## config.mk

```make
export PLATFORM = sky130hd
export DESIGN_NAME = if_id_stage
export DESIGN_NICKNAME = d
export VERILOG_FILES = /design/src/rtl/if_id_stage.sv
export SDC_FILE = /design/constraint.sdc
export NUM_CORES = 1
export LEC_CHECK = 0
export ABC_AREA = 1
export CAP_MARGIN = 20
export CELL_PAD_IN_SITES_DETAIL_PLACEMENT = 0
export CELL_PAD_IN_SITES_GLOBAL_PLACEMENT = 2
export CORE_MARGIN = 3
export CORE_UTILIZATION = 25
export DETAILED_ROUTE_END_ITERATION = 6
export GPL_TIMING_DRIVEN = 0
export HOLD_SLACK_MARGIN = 0.08
export PLACE_DENSITY_LB_ADDON = 0.1
export SLEW_MARGIN = 20
export SYNTH_ARGS = -nofsm -noshare
export SYNTH_HDL_FRONTEND = slang
export SYNTH_SLANG_ARGS = --single-unit
```

## constraint.sdc

```tcl
create_clock -name clk -period 7.25 [get_ports clk]
set_input_delay 1.8125 -clock clk [delete_from_list [all_inputs] [get_ports clk]]
set_output_delay 1.8125 -clock clk [all_outputs]
set_load 0.05 [all_outputs]
```

## src/rtl/if_id_stage.sv

```systemverilog
// if_id_stage: fetch stage with PC, redirect/stall handling and IF/ID register
module if_id_stage #(
  parameter logic [31:0] RESET_PC = 32'h0000_0000,
  parameter int          PC_STEP  = 4
) (
  input  logic        clk,
  input  logic        rst,
  input  logic        stall,
  input  logic        EX_Branch_taken,
  input  logic [31:0] EX_Branch_target,
  input  logic        EX_Jump,
  input  logic [25:0] EX_Jump_ins_add,
  input  logic [31:0] EX_PC,
  output logic [31:0] imem_addr,
  input  logic [31:0] imem_rdata,
  output logic [31:0] ID_PC,
  output logic [31:0] ID_Instr,
  output logic        ID_valid,
  output logic [4:0]  ID_rs,
  output logic [4:0]  ID_rt,
  output logic [4:0]  ID_rd,
  output logic [25:0] ID_Jump_ins_add,
  output logic [15:0] ID_Imm16,
  output logic        IDEX_flush,
  output logic [31:0] fetch_count
);
  logic [31:0] pc, pc_next, target;
  logic        redirect;
  always_comb begin
    redirect = EX_Jump | EX_Branch_taken;
    pc_next  = pc + 32'(PC_STEP);
    target   = EX_Jump ? {EX_PC[31:28], EX_Jump_ins_add, 2'b00} : {EX_Branch_target[31:2], 2'b00};
  end
  always_ff @(posedge clk or posedge rst) begin
    if (rst) begin
      pc          <= RESET_PC;
      ID_PC       <= '0;
      ID_Instr    <= '0;
      ID_valid    <= 1'b0;
      fetch_count <= '0;
    end else if (redirect) begin
      pc       <= target;
      ID_PC    <= '0;
      ID_Instr <= '0;
      ID_valid <= 1'b0;
    end else if (!stall) begin
      pc          <= pc_next;
      ID_PC       <= pc_next;
      ID_Instr    <= imem_rdata;
      ID_valid    <= 1'b1;
      fetch_count <= fetch_count + 32'd1;
    end
  end
  assign imem_addr       = pc;
  assign IDEX_flush      = redirect;
  assign ID_rs           = ID_Instr[25:21];
  assign ID_rt           = ID_Instr[20:16];
  assign ID_rd           = ID_Instr[15:11];
  assign ID_Jump_ins_add = ID_Instr[25:0];
  assign ID_Imm16        = ID_Instr[15:0];
endmodule

```

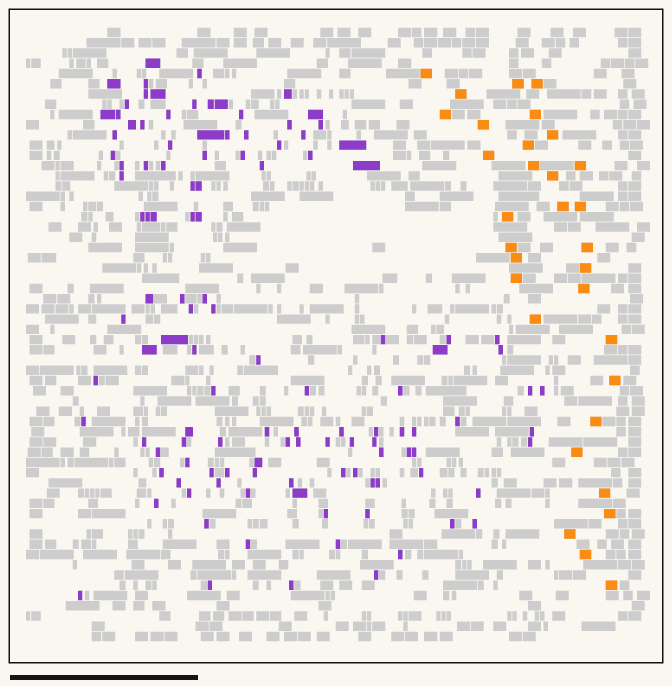
(run_1/logic_types.png)
Bar = 50 um.
NOR gates -> purple  # cells 120
AND-OR and OR-AND gates -> orange  # cells 32, where a column on the right

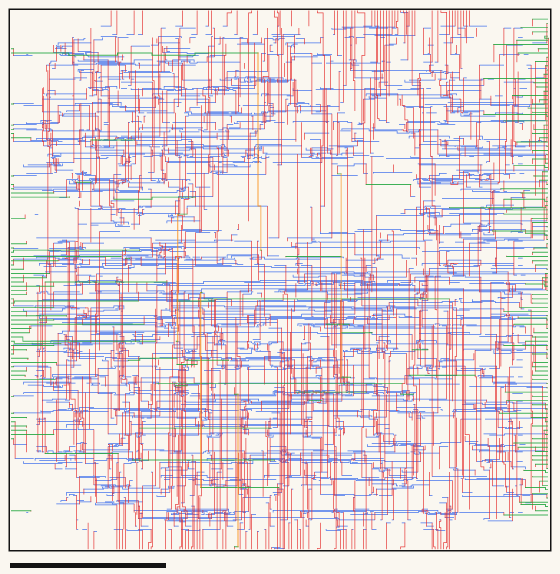
(run_1/wires.png)
Bar = 50 um.
metal 2 -> red  # wire length 12200 um
metal 4 -> orange  # wire length 282 um
metal 3 -> green  # wire length 1820 um
metal 1 -> blue  # wire length 13300 um
routed via count: 6650
GRT Overall Usage: 18.0%

==> flow_summary.json, run 1 <==
{
  "buffers": 370,
  "drc_errors": 0,
  "dieArea_um2": 30000,
  "initCoreUtil_pct": 25.7,
  "p_per_area_nw_per_um2": 214,
  "total_power_mw": 2.34,
  "ys_cells": 860,
  "slew_violations": 0,
  "post-place-ws_ns": 1.58,
  "path_max_fanout": 10,
  "clkSinkCount": 126,
  "rows": 60,
  "htreeDepth": 4,
  "seq_area_um2": 3150,
  "max-cap-violations": 0,
  "nWellTaps": 372,
  "worst_slew_pin_slew_ns": 0.829,
  "ir_drop_mv": 0.105,
  "ant_nets": 0,
  "status": "complete, no violations",
  "syn_area_um2": 7000
}
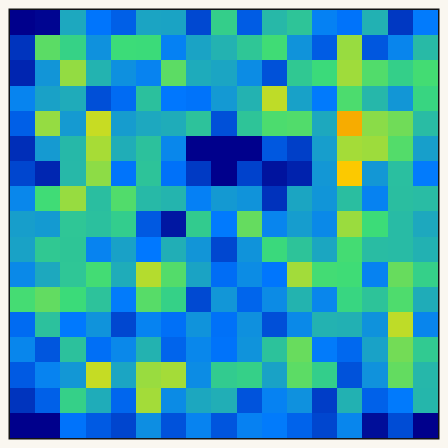
(run_1/cell_density.png)
17 x 17 tiles, from dark blue (low) to red (high), 0 to 100% covered.
nearly empty tiles = 3.1%
tiles over 75% full = 0.70%
fullest tile = 80%
mean over tiles = 35%

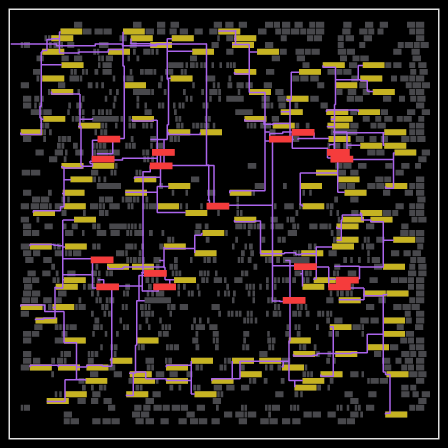
(run_1/clk_routes.png)
clock drivers -> red  # count 17
clock wires -> purple  # length 2270 um
flip-flops -> yellow  # count 126
routed clock nets = 18
flops lie = spread over the die

run 1: synth_stat cells:
cell type,count
and2_1,1
nor2_1,98
nand3_4,1
a22o_1,32
o21ai_0,31
nand2_1,245
o22ai_1,2
a31oi_1,2
buf_4,64
buf_2,15
nand4_1,4
xor2_1,18
clkbuf_1,7
a21oi_1,33
xnor2_1,11
o21bai_1,5
o21ai_1,1
nand3_1,40
ha_1,2
nor2_4,7
buf_1,1
o311ai_0,2
a22oi_1,6
dfrtp_1,126
nand2_4,3
or2_2,2
buf_6,2
inv_1,58
nor3_2,2
nor3_1,4
nand2_2,3
a221oi_1,12
nand3_2,3
nand3b_1,2
nor2_8,4
inv_2,4
conb_1,1
and3_1,1
nor2_2,5
run 1: logic make-up (layout without fill, tap and decap cells):
| kind of cell | count (synthesis) | after routing | share of synthesized area (%) |
|---|---|---|---|
| AND/OR/NAND/NOR | 425 | 425 | 26.9 |
| buffers and inverters | 151 | 464 | 12.0 |
| AND-OR/OR-AND | 126 | 126 | 11.9 |
| flip-flops | 126 | 126 | 45.1 |
| XOR/XNOR | 29 | 29 | 3.63 |
| adder cells (fa/ha/maj) | 2 | 2 | 0.358 |
| other | 1 | 2 | 0.0536 |
run 1: worst paths after layout:
kind	from	slack, ns	to
setup / recovery	EX_Branch_taken	1.59	IDEX_flush
hold / removal	ID_PC[2]	0.48	ID_PC[2]
setup reg to reg	imem_addr[2]	5.41	ID_PC[27]
hold reg to reg	ID_PC[2]	0.48	ID_PC[2]
max in group asynchronous	rst	4.69	imem_addr[25]
min in group asynchronous	rst	1.81	fetch_count[31]
run 1: power by group:
part           internal, mW  switching [mW]  total [mW]
Combinational         0.212           0.371       0.583
Clock                 0.586           0.352       0.939
Sequential            0.751          0.0635       0.814
==> inputs of run 2 (changes only) <==
--- a/config.mk
+++ b/config.mk
@@ -10,7 +10,7 @@
 export CELL_PAD_IN_SITES_DETAIL_PLACEMENT = 0
 export CELL_PAD_IN_SITES_GLOBAL_PLACEMENT = 2
 export CORE_MARGIN = 3
-export CORE_UTILIZATION = 25
+export CORE_UTILIZATION = 21
 export DETAILED_ROUTE_END_ITERATION = 6
 export GPL_TIMING_DRIVEN = 0
 export HOLD_SLACK_MARGIN = 0.08
==> constraint.sdc (replaced) <==
create_clock -name clk -period 5.1 [get_ports clk]
set_input_delay 1.275 -clock clk [delete_from_list [all_inputs] [get_ports clk]]
set_output_delay 1.275 -clock clk [all_outputs]
set_load 0.05 [all_outputs]
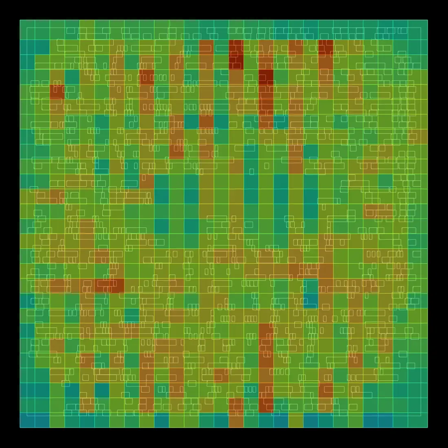
(run_2/congestion.png)
drt wl/cell: 18.2 um
post-layout util: 33.6%
GR Layer Usage met2: 25.0%

==> run 2 against run 1 <==
Effect of this change:
- sequential cell count is the same
- count of clock-buffer cells in the layout is the same
- via count grew 1.5%
- first-iteration DRC count shrank 19%
- sequential power grew 43%
- clock skew shrank 0.0044 ns
- cell count grew 4.7%
- register-to-register slack lost 2.3 ns
- sequential share of layout area shrank 0.12 points
- area after synthesis is the same
- wire length grew 6.8%
- power grew 39%
==> flow_summary.json, run 2 <==
{
  "status": "complete, no violations",
  "r2r_end": "imem_addr[16]",
  "clkPwrFrac_pct": 38.4,
  "ys_sh_adder_pct": 0.358,
  "grtUsageTotal_pct": 16.8,
  "rrSetupSlack_ns": 3.10,
  "rows": 66,
  "ir_drop_mv": 0.198,
  "max-cap-violations": 0,
  "top_cell": "nand2_1",
  "total_power_mw": 3.24,
  "simple_gate_area_share_pct": 26.9,
  "path_max_fanout": 10,
  "synthMuxAreaShare_pct": 0,
  "hold_slack_ns": 0.483,
  "ff_type": "dfrtp_1",
  "clkSinkCount": 126,
  "switching_share_pct": 35.0,
  "synthXorXnorAreaFrac_pct": 3.63,
  "hold_end": "ID_PC[26]",
  "enable_flop_cells": 0,
  "p_int_mw": 2.10,
  "ant_nets": 0,
  "vias": 6751,
  "slew_violations": 0,
  "dieArea_um2": 35500,
  "hold_start": "ID_PC[26]",
  "pwr-share-comb_pct": 25.7,
  "synthAoiAreaFrac_pct": 11.9,
  "drc_errors": 0,
  "core_area_um2": 32700,
  "worst_slew_pin_slew_ns": 0.904,
  "initCoreUtil_pct": 21.4,
  "power.switching_mw": 1.13,
  "timing.rr.start": "imem_addr[15]"
}
[run 2: cell types whose count changed in the layout (fill, tap and decap cells not counted)]
cell        change
bufinv_16       -2
clkinvlp_4      -1
inv_6           +1
clkinv_2        +2
diode_2         +2
[run 2: worst max-delay path, cell delays in order]
cell             delay, ns
clkdlybuf4s50_1       0.61
inv_1                 0.13
nand2_4               0.17
buf_2                 0.28
clkdlybuf4s50_1       0.86
[run 2: worst max path at each step]
| stage | from | end | slack, ns | depth (start not counted) |
|---|---|---|---|---|
| after CTS | EX_Branch_taken | IDEX_flush | 0.53 | 5 |
| after global placement | rst | ID_Instr[14] | -2.01 | 2 |
| final | EX_Branch_taken | IDEX_flush | 0.49 | 5 |
| after detailed placement | EX_Branch_taken | IDEX_flush | 0.53 | 5 |
| after global routing | EX_Branch_taken | IDEX_flush | 0.44 | 5 |
| after floorplan | rst | ID_Instr[0] | 0.47 | 1 |
[run 2: per-layer routing]
layer	GRT usage (%)	vias to the layer above
met4	3.67	2
met2	25.0	209
met1	24.6	3185
met5	0	-
li1	-	3342
met3	4.07	13
[run 2: layout make-up]
class                      count  area (um2)
inverter                      62         240
fill                        3491       21700
clock inverter                13         141
tap                          442         553
antenna                        2        5.00
multi-input combinational    584        3010
sequential                   126        3150
buffer                        89         608
clock buffer                  19         443
timing repair buffer         281        2830
[run 2: power groups by stage]
stage          clock network (mW)  registers [mW]  logic [mW]
2_1_floorplan                   0            1.39       0.268
3_3_place_gp                    0            1.18       0.838
3_5_place_dp                    0            1.18       0.841
4_1_cts                      1.29            1.16       0.845
5_1_grt                      1.34            1.17       0.888
6_report                     1.24            1.16       0.833
No activity file was given, so power comes from the tool's default toggle rates.
